[src/rtl/mc_ctrl_hs.sv]
// mc_ctrl_hs: multicycle RV32I control FSM with request/ack memory handshakes,
// a bus timeout that converts a silent bus into an access fault, and optional
// sequencing of a multi-cycle M-extension unit.
//
// Handshake: imem_req/dmem_req are registered and rise on the edge that enters
// the wait state. They stay high, together with dmem_we, until the cycle in which
// ack, err or timeout is seen, and they fall on the following edge. In that cycle
// err wins over ack, and ack wins over timeout. An ack or err that arrives while
// no request is outstanding is ignored.
module mc_ctrl_hs #(
    parameter int HAS_MDU     = 1,
    parameter int BUS_TIMEOUT = 16
) (
    input  logic        clk,
    input  logic        rst_n,
    input  logic [31:0] inst,
    input  logic [31:0] mem_addr,
    input  logic        take_branch,
    input  logic        trap_pending,
    output logic        imem_req,
    input  logic        imem_ack,
    input  logic        imem_err,
    output logic        dmem_req,
    output logic        dmem_we,
    input  logic        dmem_ack,
    input  logic        dmem_err,
    output logic        mdu_start,
    input  logic        mdu_done,
    output logic        ir_write,
    output logic        pc_write,
    output logic        reg_write,
    output logic        csr_write,
    output logic        trap_start,
    output logic        trap_finish,
    output logic        illegal_inst,
    output logic        env_call,
    output logic        env_break,
    output logic        inst_addr_misalign,
    output logic        load_addr_misalign,
    output logic        store_addr_misalign,
    output logic        inst_access_fault,
    output logic        load_access_fault,
    output logic        store_access_fault,
    output logic [2:0]  state_dbg
);

    typedef enum logic [2:0] {
        S_FETCH, S_IWAIT, S_EXECUTE, S_MDU, S_DWAIT, S_WB, S_TRAP
    } state_t;

    localparam logic [6:0] OPC_LUI    = 7'b0110111;
    localparam logic [6:0] OPC_AUIPC  = 7'b0010111;
    localparam logic [6:0] OPC_JAL    = 7'b1101111;
    localparam logic [6:0] OPC_JALR   = 7'b1100111;
    localparam logic [6:0] OPC_BRANCH = 7'b1100011;
    localparam logic [6:0] OPC_LOAD   = 7'b0000011;
    localparam logic [6:0] OPC_STORE  = 7'b0100011;
    localparam logic [6:0] OPC_IMM    = 7'b0010011;
    localparam logic [6:0] OPC_OP     = 7'b0110011;
    localparam logic [6:0] OPC_FENCE  = 7'b0001111;
    localparam logic [6:0] OPC_SYSTEM = 7'b1110011;

    // Counter only has to reach BUS_TIMEOUT; it is cleared when the wait ends.
    localparam int CW = $clog2(BUS_TIMEOUT + 2);

    state_t          state, state_n;
    logic [CW-1:0]   to_cnt;
    logic            to_hit;
    logic            ls_misalign;
    logic [6:0]      opcode;
    logic [2:0]      funct3;
    logic [6:0]      funct7;
    logic [11:0]     sys_imm;
    logic            unused_bits;

    assign opcode    = inst[6:0];
    assign funct3    = inst[14:12];
    assign funct7    = inst[31:25];
    assign sys_imm   = inst[31:20];
    assign state_dbg = state;
    assign unused_bits = ^{inst[19:15], inst[11:7], mem_addr[31:2]};

    // funct3[1:0]: 00 byte, 01 half, 10 word (bit 2 only selects sign extension).
    assign ls_misalign = ((funct3[1:0] == 2'b10) && (mem_addr[1:0] != 2'b00)) ||
                         ((funct3[1:0] == 2'b01) && mem_addr[0]);

    assign to_hit = (BUS_TIMEOUT != 0) && (to_cnt == CW'(BUS_TIMEOUT));

    // State, registered bus requests and the wait-cycle counter.
    always_ff @(posedge clk or negedge rst_n) begin
        if (!rst_n) begin
            state    <= S_FETCH;
            imem_req <= 1'b0;
            dmem_req <= 1'b0;
            dmem_we  <= 1'b0;
            to_cnt   <= '0;
        end else begin
            state    <= state_n;
            imem_req <= (state_n == S_IWAIT);
            dmem_req <= (state_n == S_DWAIT);
            dmem_we  <= (state_n == S_DWAIT) &&
                        ((state == S_DWAIT) ? dmem_we : (opcode == OPC_STORE));
            if ((state_n == state) && ((state == S_IWAIT) || (state == S_DWAIT)))
                to_cnt <= to_cnt + 1'b1;
            else
                to_cnt <= '0;
        end
    end

    // Next state and single-cycle strobes; exceptions never set a write strobe.
    always_comb begin
        state_n             = state;
        mdu_start           = 1'b0;
        ir_write            = 1'b0;
        pc_write            = 1'b0;
        reg_write           = 1'b0;
        csr_write           = 1'b0;
        trap_start          = 1'b0;
        trap_finish         = 1'b0;
        illegal_inst        = 1'b0;
        env_call            = 1'b0;
        env_break           = 1'b0;
        inst_addr_misalign  = 1'b0;
        load_addr_misalign  = 1'b0;
        store_addr_misalign = 1'b0;
        inst_access_fault   = 1'b0;
        load_access_fault   = 1'b0;
        store_access_fault  = 1'b0;
        case (state)
            S_FETCH: state_n = trap_pending ? S_TRAP : S_IWAIT;
            S_IWAIT: begin
                if (imem_err) begin
                    inst_access_fault = 1'b1;
                    state_n = S_FETCH;
                end else if (imem_ack) begin
                    ir_write = 1'b1;
                    state_n = S_EXECUTE;
                end else if (to_hit) begin
                    inst_access_fault = 1'b1;
                    state_n = S_FETCH;
                end
            end
            S_EXECUTE: begin
                state_n = S_FETCH;
                case (opcode)
                    OPC_LUI, OPC_AUIPC, OPC_IMM: begin
                        pc_write = 1'b1;
                        reg_write = 1'b1;
                    end
                    OPC_OP: begin
                        if (funct7 == 7'b0000001) begin
                            if (HAS_MDU != 0) begin
                                mdu_start = 1'b1;
                                state_n = S_MDU;
                            end else begin
                                illegal_inst = 1'b1;
                            end
                        end else begin
                            pc_write = 1'b1;
                            reg_write = 1'b1;
                        end
                    end
                    OPC_JAL, OPC_JALR: begin
                        if ((opcode == OPC_JAL) ? (mem_addr[1:0] != 2'b00) : mem_addr[1]) begin
                            inst_addr_misalign = 1'b1;
                        end else begin
                            pc_write = 1'b1;
                            reg_write = 1'b1;
                        end
                    end
                    OPC_BRANCH: begin
                        if (take_branch && (mem_addr[1:0] != 2'b00))
                            inst_addr_misalign = 1'b1;
                        else
                            pc_write = 1'b1;
                    end
                    OPC_FENCE: pc_write = 1'b1;
                    OPC_LOAD: begin
                        if (ls_misalign) load_addr_misalign = 1'b1;
                        else state_n = S_DWAIT;
                    end
                    OPC_STORE: begin
                        if (ls_misalign) store_addr_misalign = 1'b1;
                        else state_n = S_DWAIT;
                    end
                    OPC_SYSTEM: begin
                        if (funct3 == 3'b000) begin
                            case (sys_imm)
                                12'h000: env_call = 1'b1;
                                12'h001: env_break = 1'b1;
                                12'h302: begin
                                    trap_finish = 1'b1;
                                    pc_write = 1'b1;
                                end
                                12'h105: pc_write = 1'b1;
                                default: illegal_inst = 1'b1;
                            endcase
                        end else begin
                            csr_write = 1'b1;
                            reg_write = 1'b1;
                            pc_write = 1'b1;
                        end
                    end
                    default: illegal_inst = 1'b1;
                endcase
            end
            S_MDU: begin
                if (mdu_done) begin
                    reg_write = 1'b1;
                    pc_write = 1'b1;
                    state_n = S_FETCH;
                end
            end
            S_DWAIT: begin
                if (dmem_err || (!dmem_ack && to_hit)) begin
                    load_access_fault = !dmem_we;
                    store_access_fault = dmem_we;
                    state_n = S_FETCH;
                end else if (dmem_ack) begin
                    pc_write = dmem_we;
                    state_n = dmem_we ? S_FETCH : S_WB;
                end
            end
            S_WB: begin
                reg_write = 1'b1;
                pc_write = 1'b1;
                state_n = S_FETCH;
            end
            S_TRAP: begin
                trap_start = 1'b1;
                pc_write = 1'b1;
                state_n = S_FETCH;
            end
            default: state_n = S_FETCH;
        endcase
    end

endmodule

[config.mk]
export PLATFORM = sky130hd
export DESIGN_NAME = mc_ctrl_hs
export DESIGN_NICKNAME = d
export VERILOG_FILES = /design/src/rtl/mc_ctrl_hs.sv
export SDC_FILE = /design/constraint.sdc
export NUM_CORES = 1
export LEC_CHECK = 0
export ABC_AREA = 0
export CAP_MARGIN = 20
export CORE_ASPECT_RATIO = 1.4
export CORE_MARGIN = 5
export CORE_UTILIZATION = 33
export DETAILED_ROUTE_END_ITERATION = 6
export PLACE_DENSITY = 0.82
export SETUP_SLACK_MARGIN = 0.1
export SYNTH_ARGS = -nofsm -noshare
export SYNTH_HDL_FRONTEND = slang
export SYNTH_SLANG_ARGS = --single-unit
export TNS_END_PERCENT = 50
[constraint.sdc]
create_clock -name clk -period 2 [get_ports clk]
set_clock_uncertainty 0.15 [all_clocks]
set_input_delay 0.2 -clock clk [delete_from_list [all_inputs] [get_ports clk]]
set_output_delay 0.2 -clock clk [all_outputs]
set_load 0.03 [all_outputs]
Local utilization:
The bar under the picture is 20 µm long. 6 x 8 tiles, from dark blue (low) to red (high), 0 to 100% covered.
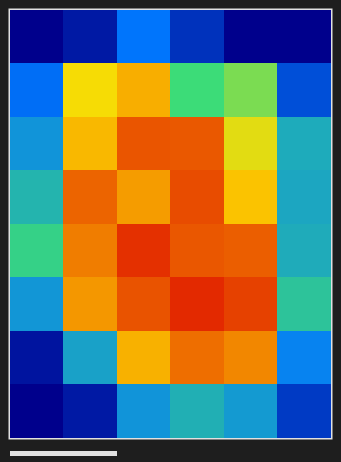
fullest tile: 95%
densest ninth of the die: centre
mean over tiles: 52%
nearly empty tiles: 8.3%
tiles over 75% full: 40%
initial core utilization: 34.1%
Floorplan Core Area: 3380 µm²
Final Core Density: 74.8%

Wiring heat map:
The bar under the picture is 20 µm long. 12 x 16 tiles, from dark blue (low) to red (high), scaled to the fullest tile. Values are wire area over tile area, all layers added.
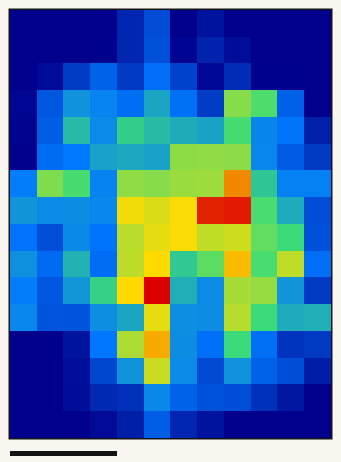
emptiest ninth of the die: lower left
fullest tile: 0.68
nearly empty tiles: 21%

Cell sizes after repair:
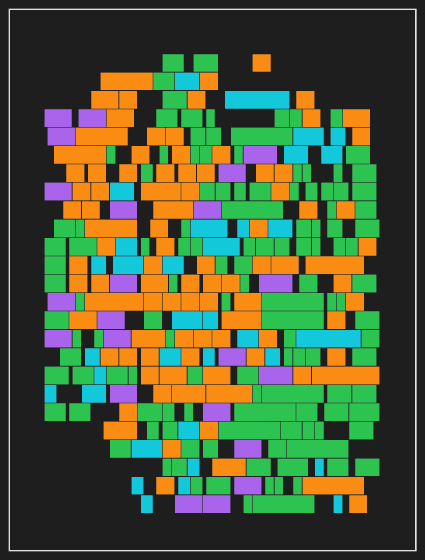
legend:
  x2:
    colour: cyan
    cells: 34
    share: 12%
  x3 and x4:
    colour: orange
    cells: 92
    share: 34%
  x6 and larger:
    colour: purple
    cells: 22
    share: 8.0%
  x1 and smaller:
    colour: green
    cells: 126
    share: 46%

Placement by cell class:
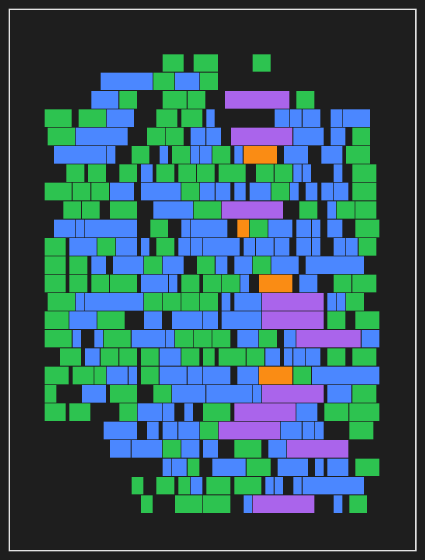
legend:
  clock drivers and dummy loads:
    colour: orange
    cells: 4
    share_of_their_area: 1.9%
  remaining buffers and delay cells:
    colour: green
    cells: 122
    share_of_their_area: 42%
  registers:
    colour: purple
    cells: 11
    share_of_their_area: 11%
  remaining logic cells:
    colour: blue
    cells: 137
    share_of_their_area: 45%

Congestion heat map:
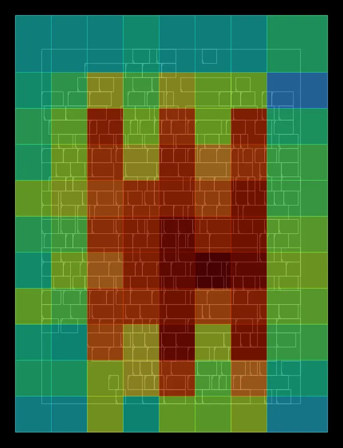
met3 Track Usage GR: 3.72%
GR Layer Usage met1: 20.2%
met2 Track Usage GR: 46.5%
highest-utilization routing layer at the global route stage: met2
routed wire length per instance: 17.3 µm

==> changes_impl.md <==
### Physical design

- Cells after Synth: 154
- Global-route wire length before repair: 8610 µm
- Violations in the final reports: negative setup slack
- GR Util All Layers: 23.6%
- Detailed-route vias per instance: 5.61
- Minimum setup slack in the final design: -0.218 ns
- Number of buffers on the longest clock path: 2
- Post-Layout Inst Area: 2530 µm²
- Fmax achieved: 451 MHz
- Clock tree from TritonCTS: done
- Biggest cell delay along the critical path: 0.40 ns
- Status: finished, violations left
- # setup viols final: 11
- Type of destination of the critical path: output pin
- Transition at the pin with the smallest max-transition slack: 0.508 ns
- Complex Gates by Area: 18.3%
- Total power: 1740 µW
- WS Path Type: flip-flop to output pin
- Adder Area Share: 2.17%
- Residual antenna-violating net count after detailed routing: 0
- Worst endpoint required time: 1.65 ns
- Synthesized area per cell: 7.48 µm²
- Max_cap viols: 0
- Power per standard cell area: 690 nW/µm²
- Hold-fix buffer count after cts: 0
- Shortest clock period the worst path allows after layout: 2.22 ns
- Data arrival at the endpoint of the critical path: 1.87 ns
- EDFF count, synth: 0
- Die outline area: 4790 µm²
- Library cell appearing most often on the critical path: sky130_fd_sc_hd__buf_4
- Post-synthesis share of cell area spent on xor and xnor gates: 2.28%
- Cell count along the critical path: 8
- Largest net degree at the start of global routing: 12
- Leakage power summed over all cells: 0.00113 µW
- Number of distinct library cells after synthesis: 45
- Post-synthesis cell type with the largest instance count: sky130_fd_sc_hd__nor2_1
- Share of the cycle needed by the critical path after routing: 111%
- Most numerous cell types in the synthesized netlist: sky130_fd_sc_hd__nor2_1, sky130_fd_sc_hd__dfrtp_1, sky130_fd_sc_hd__nand2_1, sky130_fd_sc_hd__nor3_1, sky130_fd_sc_hd__a21oi_1
- Antenna violations before repair: 0
- Post-synthesis cell type with the largest combined area: sky130_fd_sc_hd__dfrtp_1
[layout by cell type, fill, tap and decap left out, types with 3 or more instances in the layout]
master	count
sky130_fd_sc_hd__nor4_4	3
sky130_fd_sc_hd__dfrtp_1	9
sky130_fd_sc_hd__nor3_2	3
sky130_fd_sc_hd__nor3_4	3
sky130_fd_sc_hd__o22ai_1	3
sky130_fd_sc_hd__clkbuf_8	3
sky130_fd_sc_hd__buf_2	6
sky130_fd_sc_hd__dlygate4sd2_1	12
sky130_fd_sc_hd__buf_4	66
sky130_fd_sc_hd__inv_1	5
sky130_fd_sc_hd__nand2_1	8
sky130_fd_sc_hd__clkdlybuf4s50_1	15
sky130_fd_sc_hd__nor3_1	5
sky130_fd_sc_hd__nor2_4	3
sky130_fd_sc_hd__nor2_1	21
sky130_fd_sc_hd__nor2_2	3
sky130_fd_sc_hd__o21ai_1	5
sky130_fd_sc_hd__nor4_1	3
sky130_fd_sc_hd__a21oi_1	6
sky130_fd_sc_hd__buf_6	19
sky130_fd_sc_hd__nand2b_1	5
sky130_fd_sc_hd__a21oi_2	3
[cell type report]
cell class | instances | area, µm²
multi-input combinational | 129 | 1090
timing repair buffer | 122 | 1030
fill | 246 | 851
sequential | 11 | 278
tap | 40 | 50.0
clock buffer | 3 | 41.3
inverter | 8 | 33.8
clock inverter | 1 | 5.00
[power by group]
part / leakage [µW] / internal (µW) / total (µW) / switching, µW
Clock: 0.0000255 / 138 / 233 / 94.8
Combinational: 0.000955 / 538 / 1200 / 658
Sequential: 0.000146 / 271 / 316 / 45.3
[state kept, by name, indices dropped and copies added (netlist names)]
signal     count
dmem_we        1
to_cnt         5
state_dbg      3
imem_req       1
dmem_req       1
Power figures rest on the tool's default switching activity, not on a simulated workload.
